[config.mk]
export PLATFORM = sky130hd
export DESIGN_NAME = fetch_seq_ctrl
export DESIGN_NICKNAME = d
export VERILOG_FILES = /design/src/rtl/fetch_pkg.sv /design/src/rtl/fetch_seq_ctrl_pc_incr.sv /design/src/rtl/fetch_seq_ctrl.sv
export SDC_FILE = /design/constraint.sdc
export NUM_CORES = 1
export LEC_CHECK = 0
export CELL_PAD_IN_SITES_DETAIL_PLACEMENT = 2
export CELL_PAD_IN_SITES_GLOBAL_PLACEMENT = 2
export CORE_MARGIN = 5
export CORE_UTILIZATION = 25
export CTS_CLUSTER_SIZE = 28
export DETAILED_ROUTE_END_ITERATION = 12
export PLACE_DENSITY_LB_ADDON = 0.12
export SLEW_MARGIN = 20
export SYNTH_ARGS = -nofsm -noshare
export SYNTH_HDL_FRONTEND = slang
export SYNTH_SLANG_ARGS = --single-unit
[constraint.sdc]
create_clock -name clk -period 1.9 [get_ports clk]
set_input_delay 0.475 -clock clk [delete_from_list [all_inputs] [get_ports clk]]
set_output_delay 0.475 -clock clk [all_outputs]
set_load 0.005 [all_outputs]
[src/rtl/fetch_pkg.sv]
// fetch_pkg: shared types and constants for the instruction fetch sequencer.
//   fetch_state_e  : fetch controller states
//   ILEN_C / ILEN_N: byte lengths of compressed / normal instructions
//   is_compressed(): classifies an instruction by its two low opcode bits
package fetch_pkg;

    typedef enum logic [2:0] {
        IDLE,
        REQ,
        WAIT,
        KILL,
        OUT
    } fetch_state_e;

    localparam logic [31:0] ILEN_C = 32'd2;
    localparam logic [31:0] ILEN_N = 32'd4;

    function automatic logic is_compressed(input logic [1:0] opc);
        return opc != 2'b11;
    endfunction

endpackage

[src/rtl/fetch_seq_ctrl_pc_incr.sv]
// pc_incr: combinational sequential-PC adder, wraps mod 2^32.
//   pc      in  32  current PC
//   c       in  1   1 = compressed instruction at pc
//   next_pc out 32  pc + 2 (c=1) or pc + 4 (c=0)
module pc_incr
    import fetch_pkg::*;
(
    input  logic [31:0] pc,
    input  logic        c,
    output logic [31:0] next_pc
);

    assign next_pc = pc + (c ? ILEN_C : ILEN_N);

endmodule

[src/rtl/fetch_seq_ctrl.sv]
// fetch_seq_ctrl: instruction fetch sequencer owning the fetch PC.
//   clk, rstn                  clock, async active-low reset
//   fetch_en                   allow new requests (0 = drain to IDLE)
//   jump_en_l1 / jump_addr_l1  decode redirect
//   jump_en_l2 / jump_addr_l2  execute redirect (wins over l1)
//   imem_req / imem_addr       single-outstanding fetch request, address = pc
//   imem_gnt                   request accepted
//   imem_rvalid / imem_rdata   response (one per grant)
//   if_valid / if_ready        handshake towards decode
//   if_ins / if_pc / if_ins_c  fetched instruction, its PC, compressed flag
module fetch_seq_ctrl
    import fetch_pkg::*;
#(
    parameter logic [31:0] RESET_PC = 32'h0000_0000
) (
    input  logic        clk,
    input  logic        rstn,
    input  logic        fetch_en,
    input  logic        jump_en_l1,
    input  logic [31:0] jump_addr_l1,
    input  logic        jump_en_l2,
    input  logic [31:0] jump_addr_l2,
    output logic        imem_req,
    output logic [31:0] imem_addr,
    input  logic        imem_gnt,
    input  logic        imem_rvalid,
    input  logic [31:0] imem_rdata,
    output logic        if_valid,
    input  logic        if_ready,
    output logic [31:0] if_ins,
    output logic [31:0] if_pc,
    output logic        if_ins_c
);

    fetch_state_e state, state_n;
    logic [31:0]  pc, pc_n;
    logic [31:0]  ins_n, ins_pc_n;
    logic         ins_c_n;
    logic         redir;
    logic [31:0]  tgt;
    logic [31:0]  seq_pc;

    assign redir = jump_en_l1 | jump_en_l2;
    assign tgt   = (jump_en_l2 ? jump_addr_l2 : jump_addr_l1) & ~32'd1;

    pc_incr u_pc_incr (
        .pc      (pc),
        .c       (if_ins_c),
        .next_pc (seq_pc)
    );

    // Request and valid are pure state decodes, so async reset clears them at once.
    assign imem_req  = (state == REQ);
    assign imem_addr = pc;
    assign if_valid  = (state == OUT);

    always_ff @(posedge clk or negedge rstn) begin
        if (!rstn) begin
            state    <= IDLE;
            pc       <= RESET_PC;
            if_ins   <= '0;
            if_pc    <= RESET_PC;
            if_ins_c <= 1'b0;
        end else begin
            state    <= state_n;
            pc       <= pc_n;
            if_ins   <= ins_n;
            if_pc    <= ins_pc_n;
            if_ins_c <= ins_c_n;
        end
    end

    always_comb begin
        state_n  = state;
        pc_n     = pc;
        ins_n    = if_ins;
        ins_pc_n = if_pc;
        ins_c_n  = if_ins_c;
        unique case (state)
            IDLE: begin
                if (redir)         pc_n = tgt;
                else if (fetch_en) state_n = REQ;
            end
            REQ: begin
                if (redir) begin
                    pc_n = tgt;
                    // A granted request still owes a response that must be discarded.
                    if (imem_gnt) state_n = KILL;
                end else if (imem_gnt) begin
                    state_n = WAIT;
                end else if (!fetch_en) begin
                    state_n = IDLE;
                end
            end
            WAIT: begin
                if (redir) begin
                    pc_n    = tgt;
                    state_n = imem_rvalid ? REQ : KILL;
                end else if (imem_rvalid) begin
                    ins_n    = imem_rdata;
                    ins_pc_n = pc;
                    ins_c_n  = is_compressed(imem_rdata[1:0]);
                    state_n  = OUT;
                end
            end
            KILL: begin
                if (redir) pc_n = tgt;
                if (imem_rvalid) state_n = fetch_en ? REQ : IDLE;
            end
            OUT: begin
                // pc still equals if_pc here, so seq_pc is the next sequential address.
                if (redir) begin
                    pc_n    = tgt;
                    state_n = fetch_en ? REQ : IDLE;
                end else if (if_ready) begin
                    pc_n    = seq_pc;
                    state_n = fetch_en ? REQ : IDLE;
                end
            end
            default: state_n = IDLE;
        endcase
    end

endmodule

==> GITHUB_STEP_SUMMARY <==
### Flow metrics

| Metric | Value |
|---|---|
| Outcome | `complete, but fails checks` |
| Failing checks | `negative setup slack` |
| Summed negative setup slack over all endpoints | `-2.47 ns` |
| Synthesized-area fraction occupied by xor and xnor cells | `0.164%` |
| Gr usage total | `18.3%` |
| IR drop worst, VDD | `~410 uV` |
| Vias in the first global route | `5,888` |
| Share of the core filled with cells | `44.1%` |
| Met2 usage in global routing | `approximately a third` |
| Routability congestion estimate from global placement | `0.811` |
| Critical path's slowest cell | `dfrtp_2` |
| Main flop type after synthesis | `dfrtp_1` |
| Delay of the slowest cell on the worst path | `0.45 ns` |
| Fraction of standard cell area in multi-input logic | `between 30% and 40%` |
| Clock buffer count from CTS | `9` |
| Non-clk invs | `10` |
| Compound-cell area share of the yosys netlist | `15.7%` |
| RSZ-0062 raised after global routing | `true` |
| Fin cells | `1,060` |
| Non-clock buffer instance count of the final layout | `332` |
| Cells resized by post-CTS repair | `45` |
| Setup skew after layout | `0.0109 ns` |
| Routed wl met2 | `12,000 um` |
| Top delay family on crit path | `simple AND/OR/NAND/NOR gates` |
| Post-synthesis cell count from yosys | `469` |
| Clock root cell | `clkbuf_16` |
| Share of total power in the clock network | `22.2%` |
| Post-route standard cell area excluding fillers | `9280 um^2` |
| Cell-by-cell listing of the critical path | `buf_4, fa_2, nand4b_1, buf_6, nor4_4, buf_4, and2_4, a311oi_1` |
| Worst flop-to-flop path startpoint | `if_ins_c` |
| Clock tree from TritonCTS | `built` |
| Number of cells in the design after placement | `1,011` |
| Slew at the pin closest to its max-slew limit | `0.665 ns` |
| Critical-path maximum fanout | `4` |
| Distinct lib cells used | `78` |
| Overall power after layout | `0.00911 W` |
| Cycle use final | `114%` |
| Final count of hold timing violations | `0` |
| Worst r2r path cells | `8` |
| Register Area | `2460 um^2` |
| Height of the die | `156 um` |
| Amount of wire on met3 after detailed routing | `1020 um` |
| Top layer used by detailed routing | `met4` |
| Max Freq | `461 MHz` |
| Static leakage | `between 3 and 4 nW` |
| Diodes inserted | `0` |
| Initial detailed-routing violation count | `between 150 and 200` |
| Hold_ws | `slightly above 0.0008 ns` |
| Proportion of total power due to net switching | `31.7%` |
| Final setup viols | `18` |
| Startpoint-to-endpoint class of the critical path | `register to register` |
| Group drawing the most power | `combinational cells` |
| Endpoint class of the critical path | `register` |
| Per-cell via count in the routed design | `4.98` |
| Dominant logic cell type in the layout | `clkdlybuf4s50_1` |
| Number of inserted filler cells in the final layout | `2,147` |
| Setup ws final | `-0.267 ns` |
| Share of the final layout cell area in sequential cells | `26.5%` |
| Area of the die | `24,400 um^2` |
| Number of detailed-route iterations in the first pass | `4` |
| Antenna violations before repair | `0` |
| Number of tapcells | `between 200 and 300` |
| WP data arrival | `~2.4 ns` |
| Setup slack after placement | `-0.399 ns` |
| Most congested layer reported by global routing | `met2` |
| Number of rows created at floorplan | `53` |
| Worst-case headroom to the max-slew limit | `55.7%` |
| Clock latency at the later pin of the worst-skew pair | `0.36 ns` |
| Remaining global-route overflow | `0` |
| Yosys top cell by instances | `dfrtp_1` |
| Syn avg cell area | `roughly 11 um^2` |
| Post-route ant nets | `0` |
| Buffer levels on the longest clock path | `2` |
| Part of the power in registers | `35.2%` |
| Yosys stat area | `5340 um^2` |
| Number of warnings printed during yosys synthesis | `0` |
| Reg2reg end | `imem_addr[29]` |
| Int Pwr | `0.00622 W` |
| Worst path required time | `2.13 ns` |
| Maximum number of pins on one net before global-route repair | `39` |
| Die X-Extent | `about 160 um` |
| Number of flip-flops in the largest register | `32` |
| Cell seen most often among critical-path stages | `buf_4` |
| Nets | `887` |
| Count of final max-slew check failures | `0` |
| Buffering overhead | `34.3%` |
| Sequential cell power | `~0.0032 W` |
| Power attributed to combinational cells | `0.00388 W` |
| Worst Hold Class | `primary input to asynchronous set/reset pin` |
| Cell type with the highest aggregate area in the netlist | `dfrtp_1` |
| Mux area share | `18.3%` |
| Final clock-cell share | `3.44%` |
| Drt drc | `0` |
| Ratio of cells with drive above 1 in the final layout | `31.6%` |
| Startpoint type of the worst setup path | `register` |
| End of the critical path | `imem_addr[29]` |
| CTS HTree Levels | `3` |
| Clock edge transition at the registers on the reported setup and hold paths | `0.08 ns` |
### Clock wires, drivers and flops

(2 px per um)
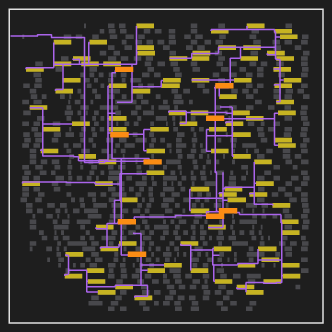
legend:
  orange:
    item: cells driving clock nets
    count: 9
  yellow:
    item: flip-flops
    count: 98
  purple:
    item: clock wires
    length: 1,620 um
routed clock nets: 10

### The metal 3 layer

(3 px per um)
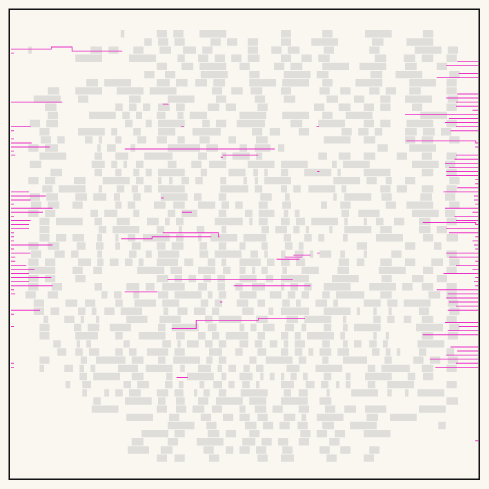
share of all routed wire: 4.4%
wire length on this layer: 1,020 um
main direction: horizontal
nets with wire on the layer: 118
longest straight run: 49.7 um
met3 GRT Util: 2.36%
vias after detailed routing: 5,274
total routed wirelength: 23,400 um

### M1 wires

(2 px per um) Supply wires on this layer in gray.
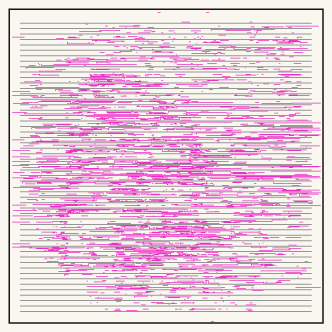
main direction: horizontal
nets with wire on the layer: 800
wire length on this layer: 10,100 um

### Clock routing

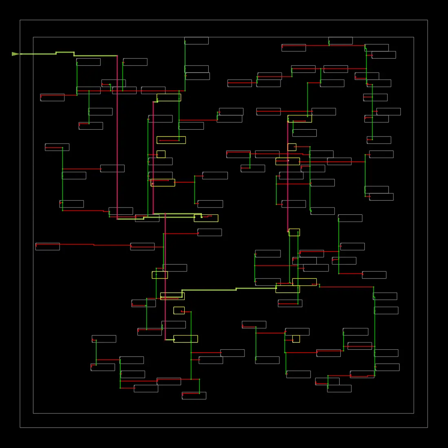
clk pwr: 0.00203 W
number of clock buffers in the layout: 9
clock sinks: 98

### Local utilization

(2 px per um) 16 x 16 tiles, from white (low) to dark blue (high), 0 to 100% covered.
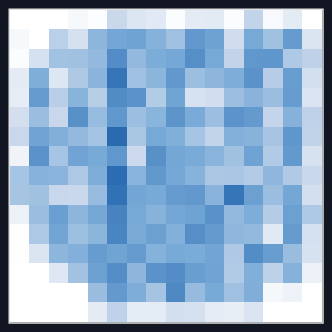
fullest tile: 77%
nearly empty tiles: 9.8%
mean over tiles: 37%
densest ninth of the die: center
area inside the core boundary: 21,000 um^2
starting density of the core: 25.4%

Power figures rest on the tool's default switching activity, not on a simulated workload.
